<file path="config.mk">
export PLATFORM = sky130hd
export DESIGN_NAME = alu_seq_muldiv_flat
export DESIGN_NICKNAME = d
export VERILOG_FILES = /design/src/rtl/alu_seq_muldiv_pkg.sv /design/src/rtl/alu_seq_muldiv_if.sv /design/src/rtl/alu_shift_muldiv.sv /design/src/rtl/alu_seq_muldiv.sv /design/src/flat_wrapper.sv
export SDC_FILE = /design/constraint.sdc
export NUM_CORES = 1
export LEC_CHECK = 0
export ABC_AREA = 1
export CORE_MARGIN = 2
export CORE_UTILIZATION = 59
export CTS_CLUSTER_DIAMETER = 50
export CTS_CLUSTER_SIZE = 30
export DETAILED_ROUTE_END_ITERATION = 8
export GPL_TIMING_DRIVEN = 0
export HOLD_SLACK_MARGIN = 0.02
export PLACE_DENSITY = 0.86
export SYNTH_ARGS = -nofsm -noshare
export SYNTH_HDL_FRONTEND = slang
export SYNTH_HIERARCHICAL = 1
export SYNTH_SLANG_ARGS = --single-unit
export TNS_END_PERCENT = 10
</file>
<file path="constraint.sdc">
create_clock -name clock_i -period 2.8 [get_ports clock_i]
set_input_delay 0.28 -clock clock_i [delete_from_list [all_inputs] [get_ports clock_i]]
set_output_delay 0.28 -clock clock_i [all_outputs]
set_load 0.1 [all_outputs]
</file>
<file path="src/rtl/alu_seq_muldiv_pkg.sv">
// rtl/alu_seq_muldiv_pkg.sv - opcodes, FSM states and shared types for the 8051 sequential ALU
package alu_seq_muldiv_pkg;

   typedef enum logic [3:0] {
      ALU_ADD  = 4'd0,
      ALU_ADDC = 4'd1,
      ALU_SUBB = 4'd2,
      ALU_ANL  = 4'd3,
      ALU_ORL  = 4'd4,
      ALU_XRL  = 4'd5,
      ALU_INC  = 4'd6,
      ALU_DEC  = 4'd7,
      ALU_CPL  = 4'd8,
      ALU_RL   = 4'd9,
      ALU_RR   = 4'd10,
      ALU_RLC  = 4'd11,
      ALU_RRC  = 4'd12,
      ALU_MUL  = 4'd13,
      ALU_DIV  = 4'd14,
      ALU_DA   = 4'd15
   } alu_op_e;

   typedef enum logic {
      ALU_ST_IDLE = 1'b0,
      ALU_ST_RUN  = 1'b1
   } alu_state_e;

endpackage

</file>
<file path="src/rtl/alu_seq_muldiv_if.sv">
// rtl/alu_seq_muldiv_if.sv - start/busy/done operand and result bundle of the sequential ALU
interface alu_seq_muldiv_if #(parameter int WIDTH = 8);
   logic             start;
   logic [3:0]       alu_op;
   logic [WIDTH-1:0] operand1;
   logic [WIDTH-1:0] operand2;
   logic             carry_in;
   logic [WIDTH-1:0] result_lo;
   logic [WIDTH-1:0] result_hi;
   logic             psw_c;
   logic             psw_ac;
   logic             psw_ov;
   logic             busy;
   logic             done;

   modport master (
      output start, alu_op, operand1, operand2, carry_in,
      input  result_lo, result_hi, psw_c, psw_ac, psw_ov, busy, done
   );

   modport slave (
      input  start, alu_op, operand1, operand2, carry_in,
      output result_lo, result_hi, psw_c, psw_ac, psw_ov, busy, done
   );
endinterface

</file>
<file path="src/rtl/alu_shift_muldiv.sv">
// rtl/alu_shift_muldiv.sv - iterative shift-add multiplier / restoring divider, one bit per cycle
module alu_shift_muldiv #(
   parameter int WIDTH = 8
) (
   input  logic             clock_i,
   input  logic             reset_ni,
   input  logic             load_i,
   input  logic             step_i,
   input  logic             is_div_i,
   input  logic [WIDTH-1:0] a_i,
   input  logic [WIDTH-1:0] b_i,
   output logic             last_o,
   output logic             div_o,
   output logic [WIDTH-1:0] nxt_hi_o,
   output logic [WIDTH-1:0] nxt_lo_o
);
   localparam int CW = $clog2(WIDTH + 1);

   // hi_q: partial product / remainder; lo_q: multiplier / dividend-then-quotient
   logic [WIDTH-1:0] hi_q, lo_q, b_q;
   logic             div_q;
   logic [CW-1:0]    cnt_q;

   logic [WIDTH:0]   mul_sum, div_sh, div_diff;
   logic             div_ge;

   // One iteration of whichever operation is loaded
   always_comb begin
      mul_sum  = {1'b0, hi_q} + (lo_q[0] ? {1'b0, b_q} : '0);
      div_sh   = {hi_q, lo_q[WIDTH-1]};
      div_diff = div_sh - {1'b0, b_q};
      // remainder < divisor keeps div_sh < 2*divisor, so the top bit is a clean sign
      div_ge   = ~div_diff[WIDTH];
      if (div_q) begin
         nxt_hi_o = div_ge ? div_diff[WIDTH-1:0] : div_sh[WIDTH-1:0];
         nxt_lo_o = {lo_q[WIDTH-2:0], div_ge};
      end else begin
         nxt_hi_o = mul_sum[WIDTH:1];
         nxt_lo_o = {mul_sum[0], lo_q[WIDTH-1:1]};
      end
   end

   assign last_o = (cnt_q == CW'(WIDTH - 1));
   assign div_o  = div_q;

   // Capture operands on launch, then advance one bit per step
   always_ff @(posedge clock_i or negedge reset_ni) begin
      if (!reset_ni) begin
         hi_q  <= '0;
         lo_q  <= '0;
         b_q   <= '0;
         div_q <= 1'b0;
         cnt_q <= '0;
      end else if (load_i) begin
         hi_q  <= '0;
         lo_q  <= a_i;
         b_q   <= b_i;
         div_q <= is_div_i;
         cnt_q <= '0;
      end else if (step_i) begin
         hi_q  <= nxt_hi_o;
         lo_q  <= nxt_lo_o;
         cnt_q <= cnt_q + CW'(1);
      end
   end
endmodule

</file>
<file path="src/rtl/alu_seq_muldiv.sv">
// rtl/alu_seq_muldiv.sv - 8051 accumulator ALU with sequential MUL/DIV; ALU_DA_EN enables decimal adjust
module alu_seq_muldiv #(
   parameter int WIDTH = 8
) (
   input  logic            clock_i,
   input  logic            reset_ni,
   alu_seq_muldiv_if.slave bus
);
   import alu_seq_muldiv_pkg::*;

   alu_state_e       state_q, state_d;
   alu_op_e          op;
   logic [WIDTH-1:0] a, b;
   logic             cin_add;

   logic [WIDTH-1:0] lo_q, lo_d, hi_q, hi_d;
   logic             c_q, c_d, ac_q, ac_d, ov_q, ov_d, done_q, done_d;

   logic [WIDTH:0]   add_full, sub_full;
   logic [WIDTH-1:0] alu_lo;
   logic             alu_c, alu_ac, alu_ov;

   logic             md_load, md_step, md_last, md_div;
   logic [WIDTH-1:0] md_hi, md_lo;

   assign op      = alu_op_e'(bus.alu_op);
   assign a       = bus.operand1;
   assign b       = bus.operand2;
   assign cin_add = (op == ALU_ADDC) & bus.carry_in;

   alu_shift_muldiv #(.WIDTH(WIDTH)) u_muldiv (
      .clock_i  (clock_i),
      .reset_ni (reset_ni),
      .load_i   (md_load),
      .step_i   (md_step),
      .is_div_i (op == ALU_DIV),
      .a_i      (a),
      .b_i      (b),
      .last_o   (md_last),
      .div_o    (md_div),
      .nxt_hi_o (md_hi),
      .nxt_lo_o (md_lo)
   );

`ifdef ALU_DA_EN
   logic [8:0]       da1, da2;
   logic [WIDTH-1:0] da_lo;
   logic             da_c;

   // Decimal adjust on the low byte; AC comes from the last registered flag, CY only ever sets
   always_comb begin
      da1   = (a[3:0] > 4'd9 || ac_q) ? {1'b0, a[7:0]} + 9'h006 : {1'b0, a[7:0]};
      da2   = (da1[7:4] > 4'd9 || bus.carry_in || da1[8]) ? {1'b0, da1[7:0]} + 9'h060
                                                          : {1'b0, da1[7:0]};
      da_lo = a;
      da_lo[7:0] = da2[7:0];
      da_c  = bus.carry_in | da1[8] | da2[8];
   end
`endif

   // Single-cycle datapath; carries into a bit are recovered as sum ^ a ^ b at that bit
   always_comb begin
      add_full = {1'b0, a} + {1'b0, b} + {{WIDTH{1'b0}}, cin_add};
      sub_full = {1'b0, a} - {1'b0, b} - {{WIDTH{1'b0}}, bus.carry_in};
      alu_lo   = a;
      alu_c    = c_q;
      alu_ac   = ac_q;
      alu_ov   = ov_q;
      case (op)
         ALU_ADD, ALU_ADDC: begin
            alu_lo = add_full[WIDTH-1:0];
            alu_c  = add_full[WIDTH];
            alu_ac = add_full[4] ^ a[4] ^ b[4];
            alu_ov = (add_full[WIDTH-1] ^ a[WIDTH-1] ^ b[WIDTH-1]) ^ add_full[WIDTH];
         end
         ALU_SUBB: begin
            alu_lo = sub_full[WIDTH-1:0];
            alu_c  = sub_full[WIDTH];
            alu_ac = sub_full[4] ^ a[4] ^ b[4];
            alu_ov = (a[WIDTH-1] ^ b[WIDTH-1]) & (sub_full[WIDTH-1] ^ a[WIDTH-1]);
         end
         ALU_ANL: alu_lo = a & b;
         ALU_ORL: alu_lo = a | b;
         ALU_XRL: alu_lo = a ^ b;
         ALU_INC: alu_lo = a + {{(WIDTH-1){1'b0}}, 1'b1};
         ALU_DEC: alu_lo = a - {{(WIDTH-1){1'b0}}, 1'b1};
         ALU_CPL: alu_lo = ~a;
         ALU_RL:  alu_lo = {a[WIDTH-2:0], a[WIDTH-1]};
         ALU_RR:  alu_lo = {a[0], a[WIDTH-1:1]};
         ALU_RLC: begin
            alu_lo = {a[WIDTH-2:0], bus.carry_in};
            alu_c  = a[WIDTH-1];
         end
         ALU_RRC: begin
            alu_lo = {bus.carry_in, a[WIDTH-1:1]};
            alu_c  = a[0];
         end
         ALU_DA: begin
`ifdef ALU_DA_EN
            alu_lo = da_lo;
            alu_c  = da_c;
`else
            alu_lo = a;
`endif
         end
         default: ;
      endcase
   end

   // FSM state register
   always_ff @(posedge clock_i or negedge reset_ni) begin
      if (!reset_ni) state_q <= ALU_ST_IDLE;
      else           state_q <= state_d;
   end

   // FSM next state: only a non-zero MUL/DIV operand2 needs the iterative path
   always_comb begin
      state_d = state_q;
      case (state_q)
         ALU_ST_IDLE: if (bus.start && (op == ALU_MUL || op == ALU_DIV) && b != '0)
                         state_d = ALU_ST_RUN;
         ALU_ST_RUN:  if (md_last) state_d = ALU_ST_IDLE;
         default:     state_d = ALU_ST_IDLE;
      endcase
   end

   // FSM outputs: next values of the result/flag registers and muldiv control
   always_comb begin
      lo_d    = lo_q;
      hi_d    = hi_q;
      c_d     = c_q;
      ac_d    = ac_q;
      ov_d    = ov_q;
      done_d  = 1'b0;
      md_load = 1'b0;
      md_step = 1'b0;
      if (state_q == ALU_ST_IDLE && bus.start) begin
         if (op == ALU_MUL || op == ALU_DIV) begin
            if (b != '0) begin
               md_load = 1'b1;
            end else begin
               lo_d   = (op == ALU_DIV) ? {WIDTH{1'b1}} : '0;
               hi_d   = (op == ALU_DIV) ? a : '0;
               c_d    = 1'b0;
               ov_d   = (op == ALU_DIV);
               done_d = 1'b1;
            end
         end else begin
            lo_d   = alu_lo;
            hi_d   = '0;
            c_d    = alu_c;
            ac_d   = alu_ac;
            ov_d   = alu_ov;
            done_d = 1'b1;
         end
      end else if (state_q == ALU_ST_RUN) begin
         md_step = 1'b1;
         if (md_last) begin
            lo_d   = md_lo;
            hi_d   = md_hi;
            c_d    = 1'b0;
            ov_d   = md_div ? 1'b0 : (md_hi != '0);
            done_d = 1'b1;
         end
      end
   end

   // Result and flag registers hold until the next completion
   always_ff @(posedge clock_i or negedge reset_ni) begin
      if (!reset_ni) begin
         lo_q   <= '0;
         hi_q   <= '0;
         c_q    <= 1'b0;
         ac_q   <= 1'b0;
         ov_q   <= 1'b0;
         done_q <= 1'b0;
      end else begin
         lo_q   <= lo_d;
         hi_q   <= hi_d;
         c_q    <= c_d;
         ac_q   <= ac_d;
         ov_q   <= ov_d;
         done_q <= done_d;
      end
   end

   assign bus.result_lo = lo_q;
   assign bus.result_hi = hi_q;
   assign bus.psw_c     = c_q;
   assign bus.psw_ac    = ac_q;
   assign bus.psw_ov    = ov_q;
   assign bus.busy      = (state_q == ALU_ST_RUN);
   assign bus.done      = done_q;
endmodule

</file>
<file path="src/flat_wrapper.sv">
// flat-port wrapper written by rule: the top's interface ports become plain ports
module alu_seq_muldiv_flat import alu_seq_muldiv_pkg::*;
#(
   parameter int WIDTH = 8
)
  (clock_i, reset_ni, bus_start, bus_alu_op, bus_operand1, bus_operand2, bus_carry_in, bus_result_lo, bus_result_hi, bus_psw_c, bus_psw_ac, bus_psw_ov, bus_busy, bus_done);
  alu_seq_muldiv_if #(.WIDTH(WIDTH)) bus_i ();
  input  logic clock_i;
  input  logic reset_ni;
  input wire logic [$bits(bus_i.start)-1:0] bus_start;
  input wire logic [$bits(bus_i.alu_op)-1:0] bus_alu_op;
  input wire logic [$bits(bus_i.operand1)-1:0] bus_operand1;
  input wire logic [$bits(bus_i.operand2)-1:0] bus_operand2;
  input wire logic [$bits(bus_i.carry_in)-1:0] bus_carry_in;
  output wire logic [$bits(bus_i.result_lo)-1:0] bus_result_lo;
  output wire logic [$bits(bus_i.result_hi)-1:0] bus_result_hi;
  output wire logic [$bits(bus_i.psw_c)-1:0] bus_psw_c;
  output wire logic [$bits(bus_i.psw_ac)-1:0] bus_psw_ac;
  output wire logic [$bits(bus_i.psw_ov)-1:0] bus_psw_ov;
  output wire logic [$bits(bus_i.busy)-1:0] bus_busy;
  output wire logic [$bits(bus_i.done)-1:0] bus_done;
  assign bus_i.start = bus_start;
  assign bus_i.alu_op = bus_alu_op;
  assign bus_i.operand1 = bus_operand1;
  assign bus_i.operand2 = bus_operand2;
  assign bus_i.carry_in = bus_carry_in;
  assign bus_result_lo = bus_i.result_lo;
  assign bus_result_hi = bus_i.result_hi;
  assign bus_psw_c = bus_i.psw_c;
  assign bus_psw_ac = bus_i.psw_ac;
  assign bus_psw_ov = bus_i.psw_ov;
  assign bus_busy = bus_i.busy;
  assign bus_done = bus_i.done;
  alu_seq_muldiv #(.WIDTH(WIDTH)) u_core (.clock_i(clock_i), .reset_ni(reset_ni), .bus(bus_i));
endmodule
</file>
==> results.sh, run 1 <==
# yosys + openroad results
export IMPL_wl_per_cell_um=16.0
export IMPL_wl_met3_mm=1.32
export IMPL_tns_ps=0
export IMPL_area_leaders="dfrtp_1, nand2_1, ha_1"
export IMPL_fillCellCount=811
export IMPL_syn_avg_cell_area_um2=6.35
export IMPL_fp_dieH_um=101
export IMPL_power_internal_mw=2.91
export IMPL_cp_start_kind="flop"
export IMPL_clockPowerShare_pct=6.6
export IMPL_min_path_type="input port to flop"
export IMPL_drv_cap=0
export IMPL_postCtsSetupBuffers=0
export IMPL_grt_setup_unrepaired="true"
export IMPL_status="completed"
export IMPL_totalWireLength_mm=16.7
export IMPL_finalCritPeriodShare_pct=98.8
export IMPL_finalCriticalPeriod_ps=2770
export IMPL_layout_top_cell="nand2_1"
export IMPL_pwr_share_seq_pct=19.2
export IMPL_dp_worst_setup_slack_ps=-747
export IMPL_path_max_fanout=5
export IMPL_tightest_slew_ps=982
export IMPL_crit_required_ps=3000
export IMPL_xor_area_share_pct=2.05
export IMPL_hold_start="bus_operand1[4]"
export IMPL_cts_tree="built"
export IMPL_ys_top_logic_family="simple AND/OR/NAND/NOR gates"
export IMPL_ys_flop_type="dfrtp_1"
export IMPL_final_setup_viol_count=0
export IMPL_rrSetupSlack_ps=30
export IMPL_drt_iter0_drc=503
export IMPL_placed_cell_area_mm2=0.00614
[run 1: power groups by stage]
stage / registers [mW] / logic, mW / clock network, mW
floorplan: 2.25 / 2.76 / 0
global placement: 1.31 / 4.69 / 0
detailed placement: 1.33 / 4.77 / 0
CTS: 1.33 / 4.80 / 0.458
global route: 1.37 / 5.58 / 0.495
finish: 1.33 / 5.16 / 0.459
[run 1: metal layers]
layer  GRT usage, %  up-vias
met5              0        -
met3           2.84       57
met4           14.1        0
met1           42.8     2740
li1               -     2935
met2           54.8      301
[run 1: cells by family after synthesis]
logic type	count (synthesis)
XOR/XNOR	13
buffers and inverters	148
flip-flops	50
adder cells (fa/ha/maj)	54
AND-OR/OR-AND	128
AND/OR/NAND/NOR	480
run_1/sizing.png
The bar under the picture is 20 um long.
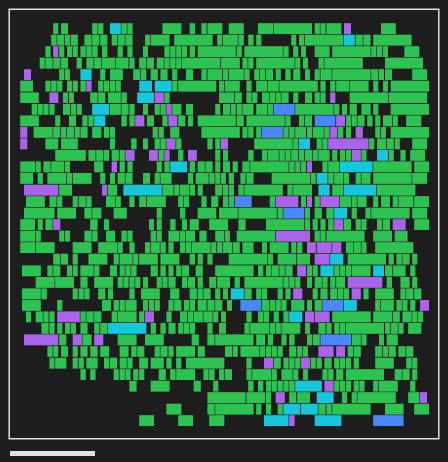
[cyan] x3 and x4 | cells: 30 | most used: buf_4
[purple] x2 | cells: 58 | most used: nand2_2
[green] x1 and smaller | cells: 835 | most used: nand2_1
[blue] x6 and larger | cells: 9 | most used: clkbuf_8

run_1/clock_wires.png
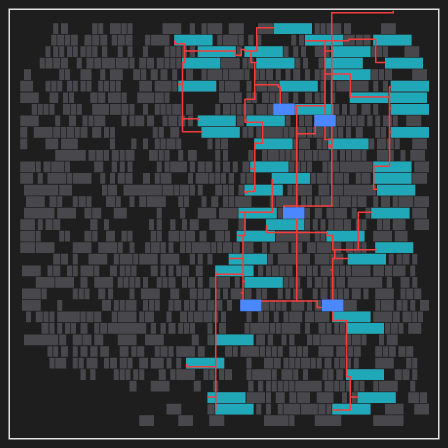
[blue] clock-net drivers | count: 5
[cyan] flip-flops | count: 50
[red] clock wires | length: 587 um
routed clock nets: 6
P_clk: 0.459 mW
skew final: 8.42 ps
Latency at later pin: 310 ps

run_1/placed.png
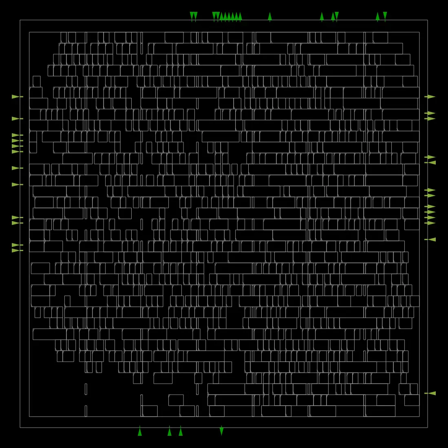
Std-Cell Rows: 35
Seq Cell Count: 50
Core Util, Final: 69.6%
Post-Layout Cell Count: 1043
tap cells: 111

run_1/route_heat.png
20 x 20 tiles, from dark blue (low) to red (high), scaled to the fullest tile. Values are wire area over tile area, all layers added.
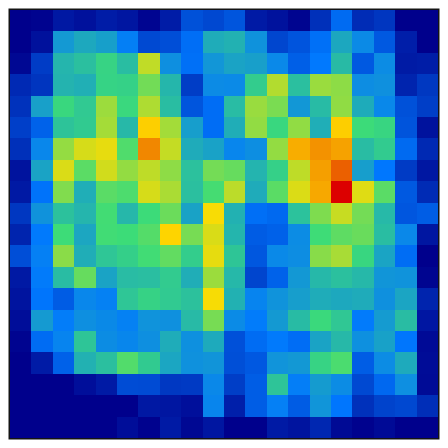

## Run 2: what changed since run 1
--- a/config.mk
+++ b/config.mk
@@ -11,7 +11,6 @@
 export CTS_CLUSTER_DIAMETER = 50
 export CTS_CLUSTER_SIZE = 30
 export DETAILED_ROUTE_END_ITERATION = 8
-export GPL_TIMING_DRIVEN = 0
 export HOLD_SLACK_MARGIN = 0.02
 export PLACE_DENSITY = 0.86
 export SYNTH_ARGS = -nofsm -noshare
run_2/route_heat.png
20 x 20 tiles, from dark blue (low) to red (high), scaled to the fullest tile. Values are wire area over tile area, all layers added.
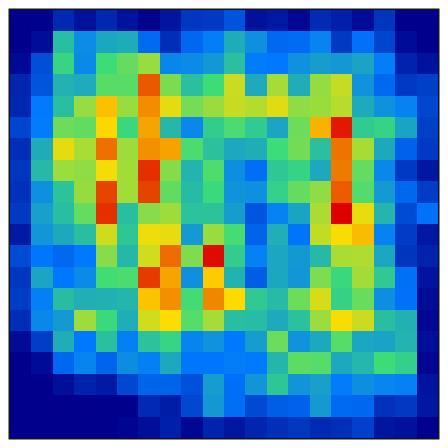
mean over tiles: 0.30
tiles over half the peak: 28%
fullest tile: 0.83
emptiest ninth of the die: south-west
nearly empty tiles: 7.0%
GRT Overall Usage: 34.4%
detailed-route via count: 6225
drt wl/cell: 16.2 um

run_2/clock_wires.png
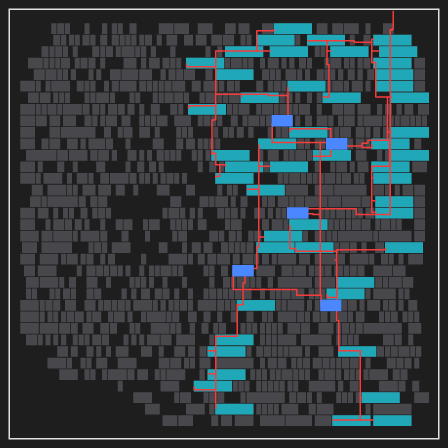
[red] clock wires | length: 565 um
[blue] clock-net drivers | count: 5
[cyan] flip-flops | count: 50
routed clock nets: 6

==> run 2 against run 1 <==
Utilization up 3.2 points. Clock power about the same. Synthesized cell count stayed put. Hold slack better by 36 ps. Critical path type unchanged. Largest cell class unchanged.
==> results.sh, run 2 <==
# yosys + openroad results
export IMPL_wl_met3_mm=1.47
export IMPL_fin_cells=1083
export IMPL_cts_tree="built"
export IMPL_postCtsSetupBuffers=0
export IMPL_taps=111
export IMPL_finalCriticalPeriod_ps=2680
export IMPL_pg_seq_mw=1.35
export IMPL_clockPowerShare_pct=6.4
export IMPL_flop_count=50
export IMPL_min_path_type="input port to async pin"
export IMPL_crit_required_ps=3000
export IMPL_cp_start_kind="flop"
export IMPL_pg_clk_mw=0.456
export IMPL_pg_comb_mw=5.31
export IMPL_fillCellCount=773
export IMPL_tightest_slew_ps=755
export IMPL_rows=35
export IMPL_path_max_fanout=8
export IMPL_placed_cell_area_mm2=0.00645
export IMPL_tns_ps=0
export IMPL_area_leaders="dfrtp_1, nand2_1, ha_1"
export IMPL_clk_latency_ps=310
export IMPL_die_w_um=101
export IMPL_layout_top_cell="nand2_1"
export IMPL_fp_dieH_um=101
export IMPL_totalWireLength_mm=17.6
export IMPL_pwr_share_seq_pct=19.0
export IMPL_ys_flop_type="dfrtp_1"
export IMPL_clock_buffers=5
export IMPL_dp_worst_setup_slack_ps=-157
export IMPL_met2_usage_pct=58.2
export IMPL_met3_usage_pct=3.95
export IMPL_grt_busiest_layer="met2"
export IMPL_status="completed"
export IMPL_ys_top_logic_family="simple AND/OR/NAND/NOR gates"
export IMPL_grt_use_met1_pct=42.7
export IMPL_top_power_group="combinational cells"
export IMPL_syn_avg_cell_area_um2=6.35
export IMPL_grt_setup_unrepaired="true"
## run 2: path summary, 6_finish.rpt
path                                    startpoint                 endpoint  slack [ps]  cells past startpoint
setup / recovery           u_core/u_muldiv/lo_q[7]        u_core/bus.psw_ov         120                     18
hold / removal                            reset_ni  u_core/u_muldiv/hi_q[7]         380                      2
setup reg to reg           u_core/u_muldiv/lo_q[7]        u_core/bus.psw_ov         120                     18
hold reg to reg            u_core/bus.result_lo[0]  u_core/bus.result_lo[0]         500                      2
max in group asynchronous                 reset_ni  u_core/u_muldiv/lo_q[3]        1830                      3
min in group clock_i       u_core/bus.result_lo[0]  u_core/bus.result_lo[0]         500                      2
## Run 3: what changed since run 2
--- a/config.mk
+++ b/config.mk
@@ -6,6 +6,7 @@
 export NUM_CORES = 1
 export LEC_CHECK = 0
 export ABC_AREA = 1
+export CAP_MARGIN = 20
 export CORE_MARGIN = 2
 export CORE_UTILIZATION = 59
 export CTS_CLUSTER_DIAMETER = 50
run_3/clock_wires.png
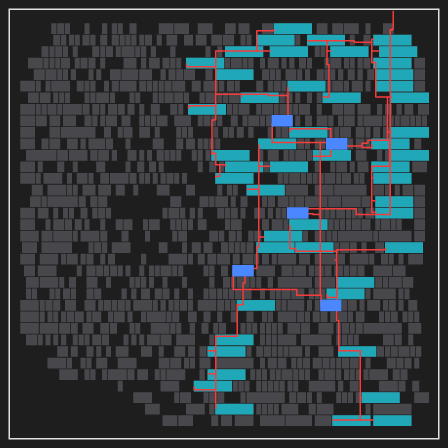
[cyan] flip-flops | count: 50
[red] clock wires | length: 565 um
[blue] clock-net drivers | count: 5
routed clock nets: 6

==> run 3 against run 2 <==
Combinational power about the same. First-iteration DRC count unchanged. Sequential share of layout area unchanged. Utilization unchanged. Area after synthesis unchanged. Design area unchanged. Sequential cell count unchanged. Setup slack unchanged. Power unchanged. Hold slack unchanged. Largest cell class unchanged. Largest power group unchanged.
==> results.sh, run 3 <==
# yosys + openroad results
export IMPL_finalCritPeriodShare_pct=95.9
export IMPL_pg_comb_mw=5.31
export IMPL_clockPowerShare_pct=6.4
export IMPL_placed_cell_area_mm2=0.00645
export IMPL_fillCellCount=773
export IMPL_fin_cells=1083
export IMPL_tightest_slew_ps=755
export IMPL_clk_latency_ps=310
export IMPL_crit_required_ps=3000
export IMPL_totalWireLength_mm=17.6
export IMPL_reg2reg_depth=18
export IMPL_wl_per_cell_um=16.2
export IMPL_r2r_end="u_core/bus.psw_ov"
export IMPL_pg_seq_mw=1.35
export IMPL_status="completed"
export IMPL_clock_buffers=5
export IMPL_die_w_um=101
export IMPL_finalCriticalPeriod_ps=2680
export IMPL_pg_clk_mw=0.456
export IMPL_r2r_start="u_core/u_muldiv/lo_q[7]"
export IMPL_top_power_group="combinational cells"
export IMPL_taps=111
export IMPL_cts_tree="built"
export IMPL_grt_setup_unrepaired="true"
export IMPL_fin_util_pct=72.8
export IMPL_path_max_fanout=8
export IMPL_dp_worst_setup_slack_ps=-157
export IMPL_ys_flop_type="dfrtp_1"
export IMPL_layout_top_cell="nand2_1"
export IMPL_tns_ps=0
export IMPL_fin_skew_ps=7.17
run_3/sizing.png
The bar under the picture is 20 um long.
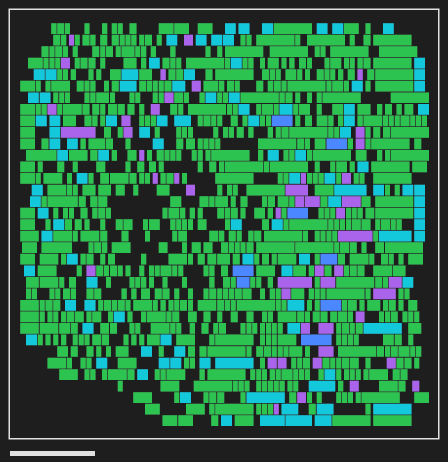
[blue] x6 and larger | cells: 8 | most used: clkbuf_8
[green] x1 and smaller | cells: 814 | most used: nand2_1
[purple] x2 | cells: 47 | most used: nand2_2
[cyan] x3 and x4 | cells: 103 | most used: buf_4
Non-clock buffers: 107
Final WS setup: 116 ps

-- run 3: cell counts after synthesis --
Identical to the previous run, type by type.
-- run 3: worst max path at each step --
stage                                   end  cells past startpoint
floorplan                 u_core/bus.psw_ov                     14
global placement          u_core/bus.psw_ac                     13
detailed placement  u_core/bus.result_lo[4]                     16
CTS                       u_core/bus.psw_ov                     17
global route              u_core/bus.psw_ov                     15
finish                    u_core/bus.psw_ov                     18
-- run 3: timing repair --
action	in CTS	in global routing
endpoints found under the hold margin	11	0
setup buffers	0	1
resized	0	26
endpoints found under the setup margin	0	5
hold buffers	1	0
-- run 3: routing by layer --
metal	global-route usage, %	share of wire (%)	up-vias	wire (um)
li1	-	-	3013	-
met1	42.7	39	2778	6800
met3	3.95	8.3	85	1470
met5	0	0	-	0
met2	58.2	47	349	8230
met4	18.9	6.3	0	1100
Power figures rest on the tool's default switching activity, not on a simulated workload.
